## config.mk

```make
export PLATFORM = sky130hd
export DESIGN_NAME = load_store_ctrl_flat
export DESIGN_NICKNAME = d
export VERILOG_FILES = /design/src/rtl/load_store_ctrl_if.sv /design/src/rtl/load_store_ctrl.sv /design/src/flat_wrapper.sv
export SDC_FILE = /design/constraint.sdc
export NUM_CORES = 1
export LEC_CHECK = 0
export ABC_AREA = 1
export CAP_MARGIN = 20
export CORE_MARGIN = 10
export CORE_UTILIZATION = 40
export CTS_CLUSTER_SIZE = 28
export DETAILED_ROUTE_END_ITERATION = 8
export PLACE_DENSITY = 0.75
export SETUP_SLACK_MARGIN = 0.3
export SYNTH_ARGS = -nofsm -noshare
export SYNTH_HDL_FRONTEND = slang
export SYNTH_SLANG_ARGS = --single-unit
```

## constraint.sdc

```tcl
create_clock -name clk -period 2.9 [get_ports clk]
set_input_delay 0.435 -clock clk [delete_from_list [all_inputs] [get_ports clk]]
set_output_delay 0.435 -clock clk [all_outputs]
set_load 0.05 [all_outputs]
```

## src/rtl/load_store_ctrl_if.sv

```systemverilog
// Execute-stage request, data-memory bus and writeback signals of the load/store controller.
// The slave modport is the controller; master is the surrounding pipeline/memory.
interface load_store_ctrl_if;
    logic        req_valid;
    logic        mem_read_control;
    logic        mem_write_control;
    logic [2:0]  funct3;
    logic [31:0] addr;
    logic [31:0] wdata;
    logic [4:0]  rd;
    logic        req_ready;
    logic        stall;
    logic        dmem_req;
    logic        dmem_we;
    logic [31:0] dmem_addr;
    logic [31:0] dmem_wdata;
    logic [3:0]  dmem_be;
    logic        dmem_gnt;
    logic        dmem_rvalid;
    logic [31:0] dmem_rdata;
    logic        resp_valid;
    logic        resp_err;
    logic        wb_valid;
    logic [4:0]  wb_rd;
    logic [31:0] wb_data;

    modport slave (
        input  req_valid, mem_read_control, mem_write_control, funct3, addr, wdata, rd,
        input  dmem_gnt, dmem_rvalid, dmem_rdata,
        output req_ready, stall, dmem_req, dmem_we, dmem_addr, dmem_wdata, dmem_be,
        output resp_valid, resp_err, wb_valid, wb_rd, wb_data
    );

    modport master (
        output req_valid, mem_read_control, mem_write_control, funct3, addr, wdata, rd,
        output dmem_gnt, dmem_rvalid, dmem_rdata,
        input  req_ready, stall, dmem_req, dmem_we, dmem_addr, dmem_wdata, dmem_be,
        input  resp_valid, resp_err, wb_valid, wb_rd, wb_data
    );
endinterface

```

## src/rtl/load_store_ctrl.sv

```systemverilog
// Load/store unit controller: one outstanding data-memory access, byte/half/word formatting.
// Optional macro LSU_TIMEOUT_EN adds a 255-cycle grant/read-data timeout reported as resp_err.
module load_store_ctrl (
    input logic               clk,
    input logic               rst_n,
    load_store_ctrl_if.slave  lsu
);
    typedef enum logic [1:0] {IDLE, REQ, WAIT, RESP} state_t;

    state_t      state, state_next;
    logic        is_load_q, err_q;
    logic [31:0] addr_q, wdata_q, load_data_q;
    logic [2:0]  funct3_q;
    logic [4:0]  rd_q;

    logic        accept, illegal, misaligned, bad_funct3, tmo_hit;
    logic [7:0]  byte_sel;
    logic [15:0] half_sel;
    logic [31:0] load_data, store_data;
    logic [3:0]  store_be;

    assign accept = lsu.req_valid & (state == IDLE) & (lsu.mem_read_control | lsu.mem_write_control);

    always_comb begin
        misaligned = ((lsu.funct3[1:0] == 2'b01) & lsu.addr[0]) |
                     ((lsu.funct3[1:0] == 2'b10) & (lsu.addr[1:0] != 2'b00));
        bad_funct3 = (lsu.funct3[1:0] == 2'b11) |
                     (lsu.mem_read_control & (lsu.funct3 == 3'b110)) |
                     (lsu.mem_write_control & lsu.funct3[2]);
        illegal    = (lsu.mem_read_control & lsu.mem_write_control) | bad_funct3 | misaligned;
    end

`ifdef LSU_TIMEOUT_EN
    logic [7:0] tmo_cnt;

    // Restarts on every entry into REQ or WAIT so each phase gets its own budget.
    always_ff @(posedge clk or negedge rst_n) begin
        if (!rst_n)
            tmo_cnt <= 8'd0;
        else if ((state_next == REQ || state_next == WAIT) && state_next != state)
            tmo_cnt <= 8'd0;
        else if (state == REQ || state == WAIT)
            tmo_cnt <= tmo_cnt + 8'd1;
    end

    assign tmo_hit = (tmo_cnt == 8'hFF);
`else
    assign tmo_hit = 1'b0;
`endif

    always_ff @(posedge clk or negedge rst_n) begin
        if (!rst_n)
            state <= IDLE;
        else
            state <= state_next;
    end

    always_comb begin
        state_next = state;
        case (state)
            IDLE: if (accept) state_next = illegal ? RESP : REQ;
            REQ: begin
                if (lsu.dmem_gnt)  state_next = is_load_q ? WAIT : RESP;
                else if (tmo_hit)  state_next = RESP;
            end
            WAIT: if (lsu.dmem_rvalid || tmo_hit) state_next = RESP;
            RESP:    state_next = IDLE;
            default: state_next = IDLE;
        endcase
    end

    always_ff @(posedge clk or negedge rst_n) begin
        if (!rst_n) begin
            is_load_q   <= 1'b0;
            err_q       <= 1'b0;
            addr_q      <= 32'd0;
            wdata_q     <= 32'd0;
            funct3_q    <= 3'd0;
            rd_q        <= 5'd0;
            load_data_q <= 32'd0;
        end else begin
            if (accept) begin
                is_load_q <= lsu.mem_read_control;
                err_q     <= illegal;
                addr_q    <= lsu.addr;
                wdata_q   <= lsu.wdata;
                funct3_q  <= lsu.funct3;
                rd_q      <= lsu.rd;
            end
            if (state == WAIT && lsu.dmem_rvalid)
                load_data_q <= load_data;
            if (((state == REQ && !lsu.dmem_gnt) || (state == WAIT && !lsu.dmem_rvalid)) && tmo_hit)
                err_q <= 1'b1;
        end
    end

    // Lane extraction works on the latched address, which is already known to be aligned.
    always_comb begin
        case (addr_q[1:0])
            2'b00:   byte_sel = lsu.dmem_rdata[7:0];
            2'b01:   byte_sel = lsu.dmem_rdata[15:8];
            2'b10:   byte_sel = lsu.dmem_rdata[23:16];
            default: byte_sel = lsu.dmem_rdata[31:24];
        endcase
        half_sel = addr_q[1] ? lsu.dmem_rdata[31:16] : lsu.dmem_rdata[15:0];
        case (funct3_q)
            3'b000:  load_data = {{24{byte_sel[7]}}, byte_sel};
            3'b100:  load_data = {24'd0, byte_sel};
            3'b001:  load_data = {{16{half_sel[15]}}, half_sel};
            3'b101:  load_data = {16'd0, half_sel};
            default: load_data = lsu.dmem_rdata;
        endcase
    end

    always_comb begin
        case (funct3_q[1:0])
            2'b00: begin
                store_be   = 4'b0001 << addr_q[1:0];
                store_data = {4{wdata_q[7:0]}};
            end
            2'b01: begin
                store_be   = addr_q[1] ? 4'b1100 : 4'b0011;
                store_data = {2{wdata_q[15:0]}};
            end
            default: begin
                store_be   = 4'b1111;
                store_data = wdata_q;
            end
        endcase
    end

    // Every bus output is gated by state so an async reset clears them without a clock.
    assign lsu.req_ready  = (state == IDLE);
    assign lsu.stall      = rst_n & ((state == REQ) | (state == WAIT) | accept);
    assign lsu.dmem_req   = (state == REQ);
    assign lsu.dmem_we    = (state == REQ) & ~is_load_q;
    assign lsu.dmem_addr  = (state == REQ) ? {addr_q[31:2], 2'b00} : 32'd0;
    assign lsu.dmem_wdata = (state == REQ) ? store_data : 32'd0;
    assign lsu.dmem_be    = (state == REQ) ? store_be : 4'd0;
    assign lsu.resp_valid = (state == RESP);
    assign lsu.resp_err   = (state == RESP) & err_q;
    assign lsu.wb_valid   = (state == RESP) & is_load_q & ~err_q;
    assign lsu.wb_rd      = lsu.wb_valid ? rd_q : 5'd0;
    assign lsu.wb_data    = lsu.wb_valid ? load_data_q : 32'd0;
endmodule

```

## src/flat_wrapper.sv

```systemverilog
// flat-port wrapper written by rule: the top's interface ports become plain ports
module load_store_ctrl_flat 
  (clk, rst_n, lsu_req_valid, lsu_mem_read_control, lsu_mem_write_control, lsu_funct3, lsu_addr, lsu_wdata, lsu_rd, lsu_dmem_gnt, lsu_dmem_rvalid, lsu_dmem_rdata, lsu_req_ready, lsu_stall, lsu_dmem_req, lsu_dmem_we, lsu_dmem_addr, lsu_dmem_wdata, lsu_dmem_be, lsu_resp_valid, lsu_resp_err, lsu_wb_valid, lsu_wb_rd, lsu_wb_data);
  load_store_ctrl_if lsu_i ();
  input logic clk;
  input logic rst_n;
  input wire logic [$bits(lsu_i.req_valid)-1:0] lsu_req_valid;
  input wire logic [$bits(lsu_i.mem_read_control)-1:0] lsu_mem_read_control;
  input wire logic [$bits(lsu_i.mem_write_control)-1:0] lsu_mem_write_control;
  input wire logic [$bits(lsu_i.funct3)-1:0] lsu_funct3;
  input wire logic [$bits(lsu_i.addr)-1:0] lsu_addr;
  input wire logic [$bits(lsu_i.wdata)-1:0] lsu_wdata;
  input wire logic [$bits(lsu_i.rd)-1:0] lsu_rd;
  input wire logic [$bits(lsu_i.dmem_gnt)-1:0] lsu_dmem_gnt;
  input wire logic [$bits(lsu_i.dmem_rvalid)-1:0] lsu_dmem_rvalid;
  input wire logic [$bits(lsu_i.dmem_rdata)-1:0] lsu_dmem_rdata;
  output wire logic [$bits(lsu_i.req_ready)-1:0] lsu_req_ready;
  output wire logic [$bits(lsu_i.stall)-1:0] lsu_stall;
  output wire logic [$bits(lsu_i.dmem_req)-1:0] lsu_dmem_req;
  output wire logic [$bits(lsu_i.dmem_we)-1:0] lsu_dmem_we;
  output wire logic [$bits(lsu_i.dmem_addr)-1:0] lsu_dmem_addr;
  output wire logic [$bits(lsu_i.dmem_wdata)-1:0] lsu_dmem_wdata;
  output wire logic [$bits(lsu_i.dmem_be)-1:0] lsu_dmem_be;
  output wire logic [$bits(lsu_i.resp_valid)-1:0] lsu_resp_valid;
  output wire logic [$bits(lsu_i.resp_err)-1:0] lsu_resp_err;
  output wire logic [$bits(lsu_i.wb_valid)-1:0] lsu_wb_valid;
  output wire logic [$bits(lsu_i.wb_rd)-1:0] lsu_wb_rd;
  output wire logic [$bits(lsu_i.wb_data)-1:0] lsu_wb_data;
  assign lsu_i.req_valid = lsu_req_valid;
  assign lsu_i.mem_read_control = lsu_mem_read_control;
  assign lsu_i.mem_write_control = lsu_mem_write_control;
  assign lsu_i.funct3 = lsu_funct3;
  assign lsu_i.addr = lsu_addr;
  assign lsu_i.wdata = lsu_wdata;
  assign lsu_i.rd = lsu_rd;
  assign lsu_i.dmem_gnt = lsu_dmem_gnt;
  assign lsu_i.dmem_rvalid = lsu_dmem_rvalid;
  assign lsu_i.dmem_rdata = lsu_dmem_rdata;
  assign lsu_req_ready = lsu_i.req_ready;
  assign lsu_stall = lsu_i.stall;
  assign lsu_dmem_req = lsu_i.dmem_req;
  assign lsu_dmem_we = lsu_i.dmem_we;
  assign lsu_dmem_addr = lsu_i.dmem_addr;
  assign lsu_dmem_wdata = lsu_i.dmem_wdata;
  assign lsu_dmem_be = lsu_i.dmem_be;
  assign lsu_resp_valid = lsu_i.resp_valid;
  assign lsu_resp_err = lsu_i.resp_err;
  assign lsu_wb_valid = lsu_i.wb_valid;
  assign lsu_wb_rd = lsu_i.wb_rd;
  assign lsu_wb_data = lsu_i.wb_data;
  load_store_ctrl u_core (.clk(clk), .rst_n(rst_n), .lsu(lsu_i));
endmodule
```

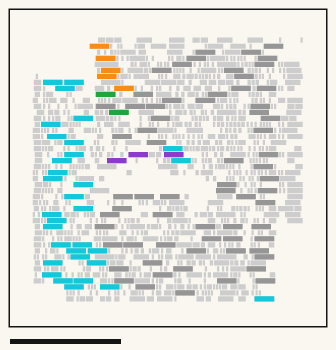
*Sequential cells coloured by netlist name, run 1*
Scale bar: 50 um.
legend:
  `u_core.state`:
    colour: green
    placed_flops: 2
  `u_core.rd_q`:
    colour: orange
    placed_flops: 5
  `u_core.funct3_q`:
    colour: purple
    placed_flops: 3
  `u_core.addr_q`:
    colour: cyan
    placed_flops: 32
not coloured: 66

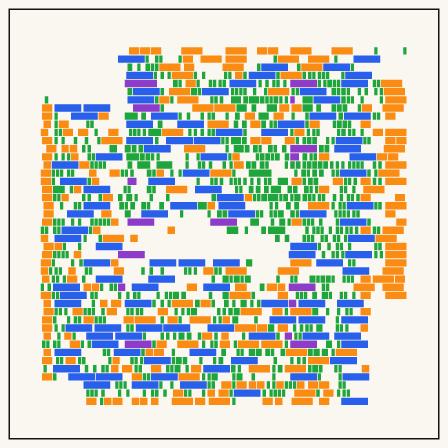
*Placed cells, one colour a class, run 1*
legend:
  remaining buffers and delay cells:
    colour: orange
    cells: 234
    share_of_their_area: 32%
  sequential cells:
    colour: blue
    cells: 108
    share_of_their_area: 30%
  combinational and other logic:
    colour: green
    cells: 719
    share_of_their_area: 34%
  clock drivers and dummy loads:
    colour: purple
    cells: 16
    share_of_their_area: 3.3%

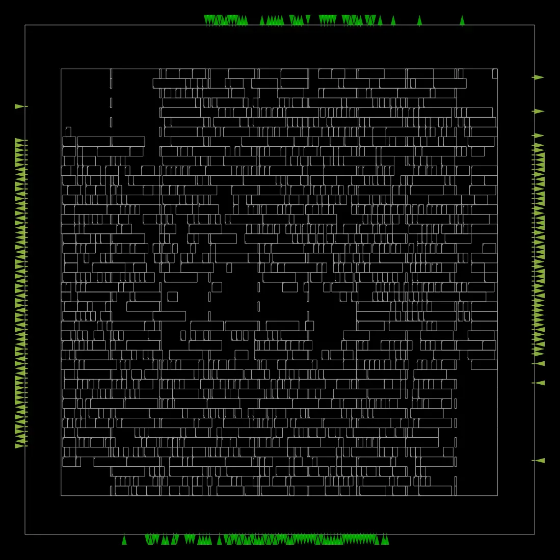
*Cell outlines without signal wires, run 1*
flop share of the area: 0.292
Finished Core Util: 0.631
area of the core: 14600 um^2

==> flow_summary.yaml, run 1 <==
# flow metrics
run_status:
  outcome: "completed"
clocking:
  clkTransAtPathRegs_ns: 0.07
  cts_buffers: 9
  tritoncts: "built"
  hold_buffers: 0
  post-cts-setup-buffers: 0
pwr:
  clkPwrFrac: 0.130
  power_per_cell_area_nw_per_um2: 1050
  sw_frac_of_total: 0.489
  internal_power_uw: 4980
  finalPower_uw: 9740
timing:
  setup_tns_ns: 0
  timing.final.hold_violations: 0
  fin_ws_ns: 0.414
  tightest_slew_ns: 0.914
  maxSlewViolCount: 0
  fin_crit_ns: 2.49
hold_path:
  hold_class: "primary input to async pin"
synth:
  top_logic_kind: "simple AND/OR/NAND/NOR gates"
  flop_cell: "dfrtp_1"
  edf_count: 0
  aoi_share: 0.0723
  ys.flops: 108
  ys_area_um2: 6040
  ys_sh_simple: 0.346
  common_cells: "nand2_1, inv_1, nor2_1"
worst_setup_path:
  rr_worst_depth: 7
  rrSetupSlack_ns: 0.80
floorplanning:
  n_tap_cell: 184
  fp_util: 0.412
  chip_area_um2: 20400
  io-pin-count: 223
global_route:
  gr-total-overflow: 0
  grt.total_usage: 0.199
  grt_pass1_vias: 6101
  met3_usage: 0.0660
route:
  dr_wl_met3_um: 1920
  drtIter0Drc: 437
  wl_met2_um: 9500
  dr.pass1.iters: 5
  wl_met1_um: 8310
cells_and_area:
  inv_count: 116
  sh_comb_area: 0.287
  nClkBuffers: 9
  layout-drive-gt1-share: 0.169
  fin_area_um2: 9240
  final-clk-cell-share: 0.0325
  num-nonclk-buffers: 234
  ff_latch_area_um2: 2700
  fillerInstances: 1258
  antenna_cells: 1
  logic_area_um2: 2650
  top_area_cell_class: "non-clock buffers"
placed_design:
  placed_area_um2: 8930
  placed_cells: 1245
  io_buffer_count: 220
  dp_hpwl_um: 15400
  pre_cts_ws_ns: 0.648
flow_run:
  warning_count: 31
  max_cap_viol_count: 0
==> run 1: cell families (layout without fill, tap and decap cells) <==
kind of cell,count (synthesis),in the layout
AND-OR/OR-AND,78,78
other,1,3
adder cells (fa/ha/maj),5,5
flip-flops,108,108
AND/OR/NAND/NOR,518,518
buffers and inverters,166,366
==> run 1: critical path, cell delays in order, from the launching register on <==
cell     delay, ns
dfrtp_1       0.41
inv_1         0.14
ha_2          0.29
buf_6         0.26
o21ai_0       0.18
nor2_1        0.23
buf_12        0.17
==> run 1: flip-flops by register name, summed over array words and instances (netlist names) <==
name                count
u_core.funct3_q         3
u_core.rd_q             5
u_core.load_data_q     32
u_core.state            2
u_core.err_q            1
u_core.is_load_q        1
u_core.wdata_q         32
u_core.addr_q          32
==> run 2: changes to the inputs <==
--- a/config.mk
+++ b/config.mk
@@ -11,6 +11,7 @@
 export CORE_UTILIZATION = 40
 export CTS_CLUSTER_SIZE = 28
 export DETAILED_ROUTE_END_ITERATION = 8
+export HOLD_SLACK_MARGIN = 0.1
 export PLACE_DENSITY = 0.75
 export SETUP_SLACK_MARGIN = 0.3
 export SYNTH_ARGS = -nofsm -noshare
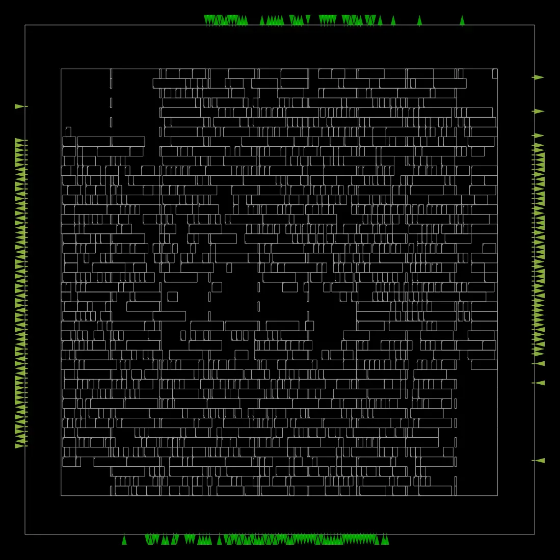
*Cell outlines without signal wires, run 2*
Fillers: 1258
flop count: 108
row count: 44
non-filler instance count after layout: 1262

==> run 2 against run 1 <==
- count of clock-buffer cells in the layout unchanged
- combinational power about the same
- synthesized area unchanged
- setup slack unchanged
- synthesized cell count unchanged
- power unchanged
- register-to-register slack is essentially flat
- cell count is the same
- via count unchanged
- die size is the same
- flip-flop count did not move
- largest power group unchanged
==> flow_summary.yaml, run 2 <==
# flow metrics
worst_setup_path:
  crit_path_end_kind: "primary output"
  endpoint: "lsu_dmem_wdata[26]"
  slowest_delay_ns: 0.41
  cpLargestDelayFamily: "buffers and inverters"
  path_depth: 6
  path_buffers: 3
  critical_path.cell_chain: "inv_1 > ha_2 > buf_6 > o21ai_0 > nor2_1 > buf_12"
  rrSetupSlack_ns: 0.80
  rr_worst_depth: 7
  cp_slowest_cell: "dfrtp_1"
synth:
  top_logic_kind: "simple AND/OR/NAND/NOR gates"
  ys_seq_frac: 0.448
  ys_area_um2: 6040
  syn_area_um2: 6040
  aoi_share: 0.0723
  synthCells: 876
  edf_count: 0
  yosysTopAreaCell: "dfrtp_1"
  synthArstFlopShare: 1.00
  avgSynthCellArea_um2: 6.89
  flop_cell: "dfrtp_1"
  common_cells: "nand2_1, inv_1, nor2_1"
  ys.flops: 108
  ys_sh_simple: 0.346
pwr:
  comb_power_uw: 5820
  internal_power_uw: 4980
  finalPower_uw: 9740
  maxPowerGroup: "combinational cells"
  power_per_cell_area_nw_per_um2: 1050
  sw_frac_of_total: 0.489
  p_switching_uw: 4760
  powerClk_uw: 1260
  clkPwrFrac: 0.130
timing:
  tightest_slew_ns: 0.914
  maxSlewViolCount: 0
  relSlewSlack: 0.391
  fin_ws_ns: 0.414
  rsz0062_at_grt: "no"
  timing.final.hold_violations: 0
  fin_crit_ns: 2.49
  setup_tns_ns: 0
  holdWs_ns: 0.206
global_route:
  met3_usage: 0.0660
  grt_pass1_wl_um: 32300
  grt.total_usage: 0.199
  gr-total-overflow: 0
  grt_pass1_vias: 6101
  grt_busiest_layer: "met2"
floorplanning:
  core-area_um2: 14600
  fp_util: 0.412
  io-pin-count: 223
  die_y_um: 143
  chip_area_um2: 20400
flow_run:
  max_cap_viol_count: 0
  warning_count: 31
placed_design:
  placed_area_um2: 8930
  io_buffer_count: 220
  placed_cells: 1245
  pre_cts_ws_ns: 0.648
  dp_hpwl_um: 15400
clocking:
  clock_sinks: 108
  clkTransAtPathRegs_ns: 0.07
  post-cts-setup-buffers: 0
  cts_resized: 0
  tritoncts: "built"
  cts_buffers: 9
  root_buffer: "clkbuf_16"
  hold_buffers: 0
cells_and_area:
  top_regs: "u_core.addr_q x32, u_core.load_data_q x32, u_core.wdata_q x32"
  layout-drive-gt1-share: 0.169
  fin_area_um2: 9240
  final_util: 0.631
route:
  dr_wl_met3_um: 1920
  dr.pass1.iters: 5
  drtIter0Drc: 437
  wl_met1_um: 8310
  wl_met2_um: 9500
  num_vias: 6022
run_status:
  outcome: "completed"
hold_path:
  hold_class: "primary input to async pin"
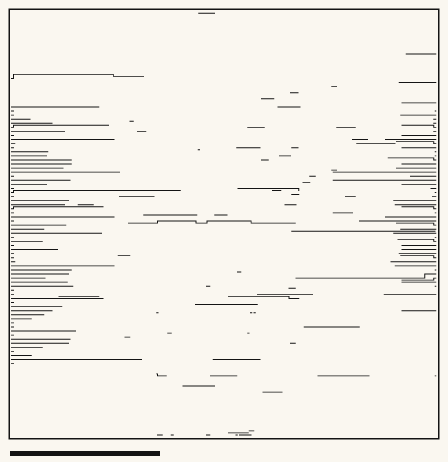
*Signal wires on met3, run 2*
Scale bar: 50 um.
nets with wire on the layer: 151
share of all routed wire: 9.4%
longest straight run: 55.7 um

## run 2: cell counts in the layout (fill, tap and decap cells not counted)
Identical to the previous run, type by type.
## run 2: logic make-up after synthesis
kind of cell | count (synthesis)
AND/OR/NAND/NOR | 518
buffers and inverters | 166
flip-flops | 108
AND-OR/OR-AND | 78
adder cells (fa/ha/maj) | 5
other | 1
## run 2: area by class of cell
cell class | instances | area (um^2) | share of cell area
repair buffers | 234 | 2920 | 0.316
inverters | 116 | 440 | 0.0477
clock buffers | 9 | 225 | 0.0244
well taps | 184 | 230 | 0.0249
multi-input cells | 603 | 2650 | 0.287
flip-flops and latches | 108 | 2700 | 0.292
diodes | 1 | 2.50 | 0.000271
clock inverters | 7 | 75.1 | 0.00812
Power figures rest on the tool's default switching activity, not on a simulated workload.
